===== src/rtl/fetch_sequencer.sv =====
// Instruction fetch sequencer: issues one store read per instruction, holds the
// fetched word for the decoder, and handles branch redirects and a sticky halt.
module fetch_sequencer #(
  parameter int              AW       = 7,
  parameter int              DW       = 32,
  parameter logic [AW-1:0]   RESET_PC = 7'h00
) (
  input  logic          Clock,
  input  logic          Reset,
  input  logic          Enable,
  output logic          MemRd,
  output logic [AW-1:0] MemAdx,
  input  logic [DW-1:0] MemData,
  output logic [DW-1:0] Instruction,
  output logic [AW-1:0] InstPC,
  output logic          InstValid,
  input  logic          DecodeReady,
  input  logic          BranchTaken,
  input  logic [AW-1:0] BranchTarget,
  input  logic          Halt,
  output logic          Halted
);

  typedef enum logic [2:0] {
    IDLE   = 3'd0,
    REQ    = 3'd1,
    WAIT   = 3'd2,
    HOLD   = 3'd3,
    HALTED = 3'd4
  } state_t;

  state_t        state, nextState;
  logic [AW-1:0] pc;
  logic [DW-1:0] instReg;
  logic [AW-1:0] instPcReg;
  logic          instValidReg;
  logic          loadFetch;
  logic          loadBranch;

  // Halt beats a branch, which beats normal sequencing; HALTED only leaves via reset.
  always_comb begin
    nextState  = state;
    loadFetch  = 1'b0;
    loadBranch = 1'b0;
    if (state == HALTED) begin
      nextState = HALTED;
    end else if (Halt) begin
      nextState = HALTED;
    end else if (BranchTaken) begin
      loadBranch = 1'b1;
      nextState  = Enable ? REQ : IDLE;
    end else begin
      case (state)
        IDLE:    nextState = Enable ? REQ : IDLE;
        REQ:     nextState = WAIT;
        WAIT: begin
          loadFetch = 1'b1;
          nextState = HOLD;
        end
        HOLD: begin
          if (DecodeReady) nextState = Enable ? REQ : IDLE;
        end
        default: nextState = IDLE;
      endcase
    end
  end

  always_ff @(posedge Clock or negedge Reset) begin
    if (!Reset) begin
      state        <= IDLE;
      pc           <= RESET_PC;
      instReg      <= '0;
      instPcReg    <= '0;
      instValidReg <= 1'b0;
    end else begin
      state        <= nextState;
      instValidReg <= (nextState == HOLD);
      if (loadBranch) begin
        pc <= BranchTarget;
      end else if (loadFetch) begin
        instReg   <= MemData;
        instPcReg <= pc;
        pc        <= pc + AW'(1);
      end
    end
  end

  assign MemRd       = (state == REQ);
  assign MemAdx      = pc;
  assign Instruction = instReg;
  assign InstPC      = instPcReg;
  assign InstValid   = instValidReg;
  assign Halted      = (state == HALTED);

endmodule


===== config.mk =====
export PLATFORM = sky130hd
export DESIGN_NAME = fetch_sequencer
export DESIGN_NICKNAME = d
export VERILOG_FILES = /design/src/rtl/fetch_sequencer.sv
export SDC_FILE = /design/constraint.sdc
export NUM_CORES = 1
export LEC_CHECK = 0
export ABC_CLOCK_PERIOD_IN_PS = 4600
export CAP_MARGIN = 20
export CORE_UTILIZATION = 23
export DETAILED_ROUTE_END_ITERATION = 10
export PLACE_DENSITY = 0.59
export SYNTH_ARGS = -nofsm -noshare
export SYNTH_HDL_FRONTEND = slang
export SYNTH_SLANG_ARGS = --single-unit
export TNS_END_PERCENT = 20

===== constraint.sdc =====
create_clock -name Clock -period 4.6 [get_ports Clock]
set_input_delay 0.92 -clock Clock [delete_from_list [all_inputs] [get_ports Clock]]
set_output_delay 0.92 -clock Clock [all_outputs]
set_load 0.005 [all_outputs]

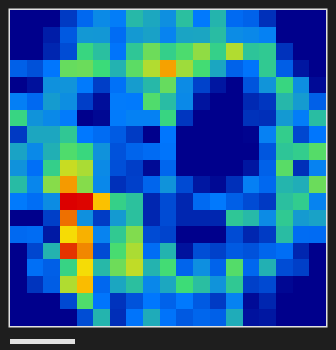
Fig. 1. Wire density map.
Scale bar: 20 um. 19 x 19 tiles, from dark blue (low) to red (high), scaled to the fullest tile. Values are wire area over tile area, all layers added.
The mean over all tiles is 0.088. 12% of the tiles are over half the peak. The fullest tile reaches 0.35.
total wire length: 5330 um
Via Count: 1835

==> GITHUB_STEP_SUMMARY <==
### Yosys + OpenROAD results

| Metric | Value |
|---|---|
| Tot Pwr | about 0.00085 W |
| Leakage | about 1.5 nW |
| Count of boundary I/O pins | between 90 and 100 |
| Layout cells sized above 1 | ~3.7% |
| Synth warn | 0 |
| Hold Buf Count CTS | 0 |
| Post-synth design cell area | about 0.0021 mm^2 |
| EDFF count, synth | 0 |
| Largest net degree at the start of global routing | ~51 |
| Detail Route Antenna Nets | 0 |
| CTS root buf | clkbuf_8 |
| Die width | roughly 97 um |
| PortBufs | 93 |
| Relative slew slack | about two fifths |
| Syn_area_per_cell | roughly 9.0 um^2 |
| First-pass GRT wire length | slightly above 9000 um |
| DR pass1 iterations | 4 |
| CORE AREA | 0.00872 mm^2 |
| Final core occ | 37.0% |
| Vias in the first global route | roughly 1900 |
| RD Place Congestion | approximately 0.8 |
| Most frequent cell after synthesis | nand2_1 |
| Slew Viols, Final | 0 |
| TritonCTS buffer count | 5 |
| N_diodes | 0 |
| Critical-path cell list | or3b_1 > inv_1 > clkdlybuf4s50_1 |
| Crit path DRT | 3.68 ns |
| Ys cells | 230 |
| RSZ-0062 raised after global routing | no |
| Placed Area | just over 0.003 mm^2 |
| Share of flip-flops with an asynchronous set or reset | 100% |
| CP arrival | about 1.8 ns |
| Total track usage | a little under an eighth |
| Slew @ Worst Pin | ~0.89 ns |
| Gr ovfl total | 0 |
| Status | completed |
| Fmax | between 0.3 and 0.4 GHz |
| Crit share post-route | about three fifths |
| Reg clk slew, reported paths | roughly 0.10 ns |
| Nets | 368 |
| Worst-Skew Late Latency | roughly 0.3 ns |
| Initial core utilization | 23.8% |
| Startpoint types | flop |
| DP HPWL | 3870 um |
| Total die area | about 0.0094 mm^2 |
| Yosys reg bits | approximately 50 |
| Htree depth | 2 |
| Critical path's slowest cell | clkdlybuf4s50_1 |
| Post-CTS setup buffers | 0 |
| Worst IR Drop VDD | between 0.0001 and 0.00015 V |
| Worst path max stage delay | around 0.51 ns |
| Top area contributor share | 60.4% |
| Yosys stat area | between 0.002 and 0.0025 mm^2 |
| DRC errors left | 0 |
| Crit path time final | ~2.7 ns |
| Antenna violations before repair | 0 |
| Tool Warnings | 26 |
| Area growth syn-to-layout | 55.5% |
| Maxcap violations | 0 |
| Syn Inst Count | approximately 230 |
| Final TNS setup | 0 ns |
| Yosys top cell by area | dfrtp_1 |
| Seq/Total Area, Yosys | between 60% and 70% |
| Worst hold margin | around 0.48 ns |
| Netlist cell types | 29 |
| Power Density | roughly 260 mW/mm^2 |
| CP Max Fanout | 9 |
| Fin area | between 0.003 and 0.004 mm^2 |
| Hold Path Class | flop to flop |
| Setup violators final | 0 |
| DIE HEIGHT | 96.9 um |
| Post-DR wirelength/cell | about 12 um |
| CTS tree | done |
| Post-Syn Nets | roughly 280 |
| Critical path class | flop to output port |
| Endpoints failing hold | 0 |
| Post_cts resized | 0 |
| Commonest flop | dfrtp_1 |
| CTS max path bufs | 2 |
| Cell area leaders | dfrtp_1 (60%), nand2_1 (21%), o21ai_0 (1.9%) |
| FP Rows | 34 |
| Vias per cell | 4.26 |
| Post-synth top cells | nand2_1 (116), dfrtp_1 (50), o21ai_0 (8) |
| First-iteration detailed-routing DRC count | around 84 |
| CP Capture Type | output port |
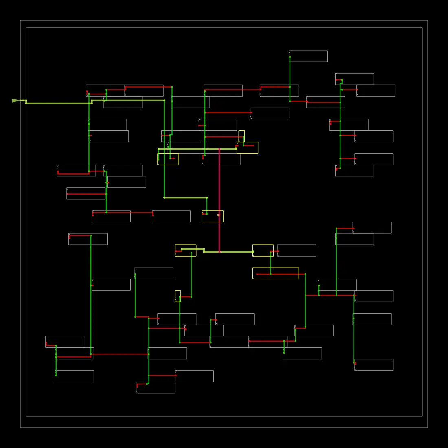
Fig. 2. Clock routing.
Clock Skews: 0.0153 ns
Clock net power: 0.000302 W
clock sinks: 50

-- stage by stage --
stage / cells / setup WS [ns]
after floorplan: 230 / 2.68
after global placement: 422 / 1.59
after detailed placement: 423 / 1.56
after CTS: 431 / 1.85
after global routing: 431 / 1.58
final: 431 / 1.86
-- routing by layer --
| metal | global-route usage [%] | wire length (um) |
|---|---|---|
| met1 | 15.0 | 2390 |
| met2 | 19.9 | 2650 |
| met3 | 3.54 | 266 |
| met4 | 2.41 | 24 |
| met5 | 0 | 0 |
-- sequential cells by signal, indices dropped and copies added (netlist names) --
| name | count |
|---|---|
| Instruction | 32 |
| InstPC | 7 |
| MemAdx | 7 |
| state | 3 |
| InstValid | 1 |
-- cell type report --
| class | instances | area [um^2] |
|---|---|---|
| Clock buffer | 7 | 76.3 |
| Fill cell | 898 | 5500 |
| Clock inverter | 1 | 30.0 |
| Tap cell | 108 | 135 |
| Multi-Input combinational cell | 164 | 758 |
| Inverter | 7 | 26.3 |
| Sequential cell | 50 | 1250 |
| Timing Repair Buffer | 94 | 946 |
-- critical path, delay by kind of cell, from the launching register on --
family,cells,cell delay [ns]
buffers and inverters,2,0.62
flip-flops,1,0.47
AND/OR/NAND/NOR,1,0.43
-- path summary, 6_finish.rpt --
check / from / end / slack [ns] / cells after the start
setup / recovery: state[1]$_DFF_PN0_ / Halted / 1.86 / 3
hold / removal: Instruction[12]$_DFFE_PN0P_ / Instruction[12]$_DFFE_PN0P_ / 0.48 / 2
setup reg to reg: state[2]$_DFF_PN0_ / MemAdx[2]$_DFFE_PN0P_ / 2.55 / 4
hold reg to reg: Instruction[12]$_DFFE_PN0P_ / Instruction[12]$_DFFE_PN0P_ / 0.48 / 2
max in group asynchronous: Reset / Instruction[23]$_DFFE_PN0P_ / 3.59 / 2
min in group asynchronous: Reset / state[0]$_DFF_PN0_ / 0.49 / 1
-- cells by family (layout without fill, tap and decap cells) --
family	Yosys count	in the layout	synth area share, %
simple gates	135	135	27.6
flops	50	50	60.4
compound gates	26	26	7.42
buf+inv	16	109	3.20
xor+xnor	2	2	0.845
fa+ha+maj	1	1	0.603
-- where the power goes --
part | switching, W | internal, W
Clock | 0.000139 | 0.000163
Combinational | 0.0000309 | 0.0000617
Sequential | 0.00000767 | 0.000451
-- placed cells by master (no fill, tap or decap), types with 2 or more instances in the layout --
cell	count
nor2b_1	3
clkdlybuf4s50_1	92
a21oi_1	5
o21ai_0	8
nand2b_1	2
nor2_1	2
o21ai_1	3
nor3_1	4
dfrtp_1	50
xnor2_1	2
clkbuf_1	2
clkbuf_8	5
inv_1	7
o22ai_1	4
nand2_1	115
Power is estimated from default activity; no workload was simulated.
